==> config.mk <==
export PLATFORM = sky130hd
export DESIGN_NAME = lsu_mem_stage_flat
export DESIGN_NICKNAME = d
export VERILOG_FILES = /design/src/rtl/lsu_mem_stage_if.sv /design/src/rtl/lsu_mem_stage.sv /design/src/flat_wrapper.sv
export SDC_FILE = /design/constraint.sdc
export NUM_CORES = 1
export LEC_CHECK = 0
export CORE_UTILIZATION = 30
export DETAILED_ROUTE_END_ITERATION = 10
export SYNTH_ARGS = -nofsm -noshare
export SYNTH_HDL_FRONTEND = slang
export SYNTH_SLANG_ARGS = --single-unit
==> constraint.sdc <==
create_clock -name clk -period 6.7 [get_ports clk]
set_clock_uncertainty 0.2 [all_clocks]
set_input_delay 1.675 -clock clk [delete_from_list [all_inputs] [get_ports clk]]
set_output_delay 1.675 -clock clk [all_outputs]
set_load 0.03 [all_outputs]
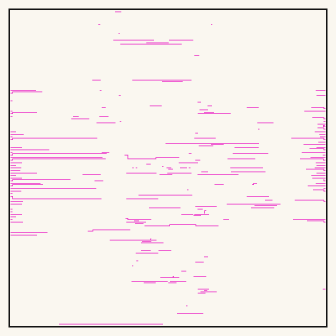
run_1/met3.png
- share of all routed wire: 6.2%
- wire length on this layer: 1,770 µm
- longest straight run: 54.5 µm
- main direction: horizontal
- nets with wire on the layer: 148
M3 GR Usage: 0.0475
detailed-route wire length: 28.4 mm
count of vias placed by the detailed router: 7,526

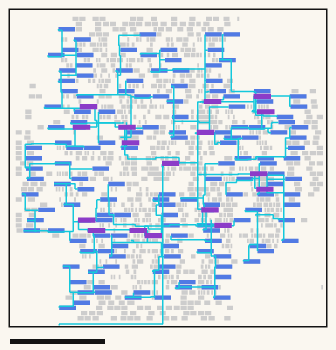
run_1/clock_map.png
Bar = 50 µm.
- purple: cells driving clock nets (count 17)
- blue: flip-flops (count 148)
- cyan: clock wires (length 2,140 µm)
- flops lie: all over the die
clock network power consumption: 974 µW
proportion of power drawn by the clock network: 0.215
clock latency of the later-clocked register in the worst-skew pair: 0.42 ns

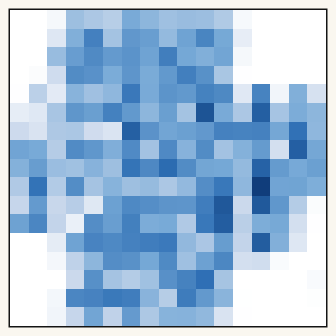
run_1/density.png
The die is cut into 17 by 17 equal tiles; white is low, dark blue is high, 0 to 100% covered.
- mean over tiles: 38%
- fullest tile: 95%
- tiles over 75% full: 3.8%
- nearly empty tiles: 19%
core area: 26,300 µm²
floorplan utilization: 0.309

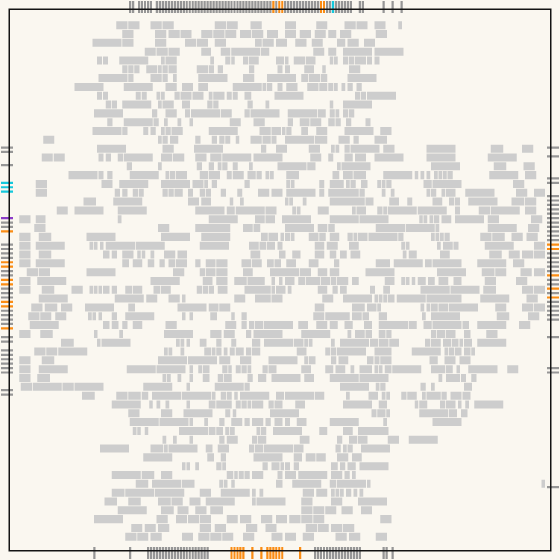
run_1/pins.png
Pins as bars across the die edge, other pins in grey.
- cyan: bus_mem_wstrb (pins 4; direction output; edge 3 left, 1 top)
- orange: bus_mem_rdata (pins 32; direction input; edge 14 bottom, 8 left, 5 top, 5 right)
- purple: rst (pins 1; direction input; edge left)
- all pins by edge: 78 top, 56 bottom, 40 left, 37 right
chip height: 167 µm
die boundary width: 167 µm
Port Buffer Count: 208

==> flow_results.org <==
* Flow results

** Setup path
- The cell sequence reported for the critical path is clkdlybuf4s50_1 -> buf_4 -> xor2_1 -> o2111a_2 -> nand2_2 -> mux2_2.
- The OpenROAD report gives the critical path a data arrival time of 4.39 ns.
- Startpoint-to-endpoint class of the critical path :: in2reg
- Largest fanout on the critical path :: 40
- Register-to-register setup slack :: 3.72 ns
- The data required time reported for the critical path is approximately 6.8 ns.
- The number of buffers and inverters on the critical path is 2.
- Crit-path max cell delay :: 0.59 ns

** CTS
- Clock slew at the register clock pins of the worst setup and hold paths :: 0.06 ns
- Once the clock tree was built, the resizer swapped 0 gates to a different size.
- Max Buffers Root-to-Sink :: 2
- Buffers inserted to repair hold after CTS numbered 0.
- Number of buffers inserted to repair setup after CTS :: 0
- The H-tree was split into 4 levels.
- TritonCTS clock tree :: done

** Power and ir drop
- Maximum vdd ir drop :: 0.186 mV
- Power share of the combinational group :: 0.454
- Internal Power :: 2670 µW
- The power report attributes to the sequential group a share of 0.331.
- Net switching power :: 1860 µW
- Static leakage :: roughly 0.0045 µW

** Synth
- Sorting the synthesized cells by area gives the leading types as sky130_fd_sc_hd__dfrtp_1 45%, sky130_fd_sc_hd__nand2_1 7.6%, sky130_fd_sc_hd__o21ai_0 7.5%.
- Number of cells in the yosys synthesis report :: about 880
- Per Yosys stat, the portion of area used by sequential elements is 0.456.
- The most used flip-flop cell after synthesis is sky130_fd_sc_hd__dfrtp_1.
- Yosys Chip Area :: 8120 µm²
- The biggest area contributor in the post-synthesis netlist is sky130_fd_sc_hd__dfrtp_1.
- Share of synthesized registers carrying an async set or reset :: 1.00
- Summed instance area of the synthesized netlist :: 8120 µm²
- Syn Area/Cell :: around 9 µm²
- Number of flops mapped to enable cells by yosys :: 0
- Post-synthesis mux area share :: 0.0760
- Synthesized-area fraction occupied by adder cells :: 0.00308
- Share of the synthesized netlist area taken by xor and xnor gates :: 0.00108
- Area fraction in compound gates :: 0.258
- Area fraction of the dominant cell type after synthesis :: 0.453
- The Yosys step of the flow raised 0 warnings.
- By count the netlist is led by 164 x sky130_fd_sc_hd__nand2_1, 147 x sky130_fd_sc_hd__dfrtp_1, 122 x sky130_fd_sc_hd__o21ai_0.
- Among the non-sequential cells, AND-OR/OR-AND gates take the most area.
- Ys flops :: between 100 and 150

** Detailed routing
- In the per-layer summary, the met1 wirelength comes to 12.9 mm.
- In the routed design, unresolved DRC markers number 11.
- Summed over all nets, wire length on met2 after detailed routing comes to 13.1 mm.
- Via/cell ratio :: 5.43
- Per the detail_route log, the uppermost layer with routed signals is met5.
- DRT Pass-1 Iters :: 8
- Routed wl met3 :: about 1.8 mm
- In this run the remaining antenna-violating nets after routing total 0.

** STA
- The transition time recorded at the tightest slew-check pin is 1.20 ns.
- For this run, the final setup violation count is recorded as 0.
- Highest attainable clock frequency :: about 230 MHz
- Setup repair after global routing missed its margin :: no
- Crit path time final :: 4.28 ns

** Floorplanning
- In this run the full chip footprint comes out at 27,700 µm².
- According to the floorplan log, the row count is slightly below 60.

** Job
- Across the run, the number of max-cap violations was 0.
- Number of logged tool warnings :: 27

** Global route
- The number of antenna violations at the first check in global routing came to 5.
- Gr ovfl total :: 0
- Entering global routing, the biggest net connects ~90 pins.
- The first global-routing pass estimated 43.1 mm of wire.

** Min path
- The type recorded for the worst min-delay path is reg2reg.
- Along the worst hold path, the cell count comes to 2.

** Finish
- Utilization after layout :: 0.417
- In the final layout, the share of cells above drive strength 1 is 0.0859.
- Fillers :: 2,604
- Between the synthesized netlist and the finished layout, the area growth was recorded as 35.0%.

** Run status
- The checks that failed: DRC.
- The run finished, with violations left.

** Place
- Summed over all nets, the half-perimeter wirelength after detailed placement is 19.9 mm.
- RePlAce ended its routability-driven mode at a weighted congestion of 0.864.
run 1: kinds of logic after synthesis:
logic type	Yosys count
buffers and inverters	91
XOR/XNOR	1
other	1
adder cells (fa/ha/maj)	2
AND-OR/OR-AND	316
multiplexers	56
AND/OR/NAND/NOR	261
flip-flops	148
run 1: cell type report:
type                    instances  area, µm²  area share
well taps                     335        419      0.0382
flip-flops and latches        148       3700       0.338
repair buffers                221       2180       0.199
multi-input cells             638       4020       0.367
clock inverters                 8        130      0.0119
clock buffers                  21        450      0.0411
diodes                          3       7.51    0.000685
inverters                      12       50.0     0.00456
run 1: cells in the final DEF, fill, tap and decap left out, drive strengths merged, types with 3 or more instances in the layout:
master / netlist / final
a21boi: 3 / 3
a21oi: 51 / 51
a221o: 16 / 16
a221oi: 9 / 9
a22o: 6 / 6
a22oi: 8 / 8
a2bb2oi: 8 / 8
a31oi: 12 / 12
and3b: 8 / 8
buf: 34 / 13
bufinv: 0 / 3
clkbuf: 45 / 21
clkdlybuf4s50: 0 / 208
clkinv: 1 / 3
clkinvlp: 0 / 3
dfrtp: 147 / 147
diode: 0 / 3
inv: 11 / 11
mux2: 32 / 32
mux2i: 23 / 23
nand2: 165 / 165
nand2b: 9 / 9
nand3: 9 / 9
nand3b: 7 / 7
nor2: 13 / 13
nor2b: 27 / 27
nor4: 9 / 9
o2111ai: 8 / 8
o211ai: 3 / 3
o21a: 3 / 3
o21ai: 126 / 126
o221ai: 25 / 25
o2bb2ai: 11 / 11
o31ai: 17 / 17
run 1: through the flow:
stage,instances,power [µW],hold WS [ns],worst slack (ns),area (µm²)
after global routing,1386,4770,0.296,2.24,11000
after detailed placement,1354,3570,0.263,1.99,10400
final,1386,4540,0.276,2.42,11000
after CTS,1383,4560,0.280,2.44,11000
after floorplan,877,2710,0.246,0.847,8120
after global placement,1354,3550,0.258,2.01,10400
run 1: metal layers:
metal  GRT usage  up-vias
met5           0        -
met4      0.0757        2
met3      0.0475       33
met2       0.307      278
met1       0.278     3682
li1            -     3531
run 1: worst min-delay path, stage by stage (launching register included):
cell                      delay, ns
sky130_fd_sc_hd__dfrtp_1       0.34
sky130_fd_sc_hd__nand2_1       0.05
sky130_fd_sc_hd__nand2_1       0.05
run 1: power by group through the flow:
stage / combinational (µW) / sequential [µW] / clock [µW]
floorplan: 761 / 1950 / 0
global placement: 2040 / 1510 / 0
detailed placement: 2060 / 1510 / 0
CTS: 2060 / 1500 / 992
global route: 2190 / 1550 / 1030
finish: 2060 / 1500 / 974
Power and IR drop assume default switching activity.
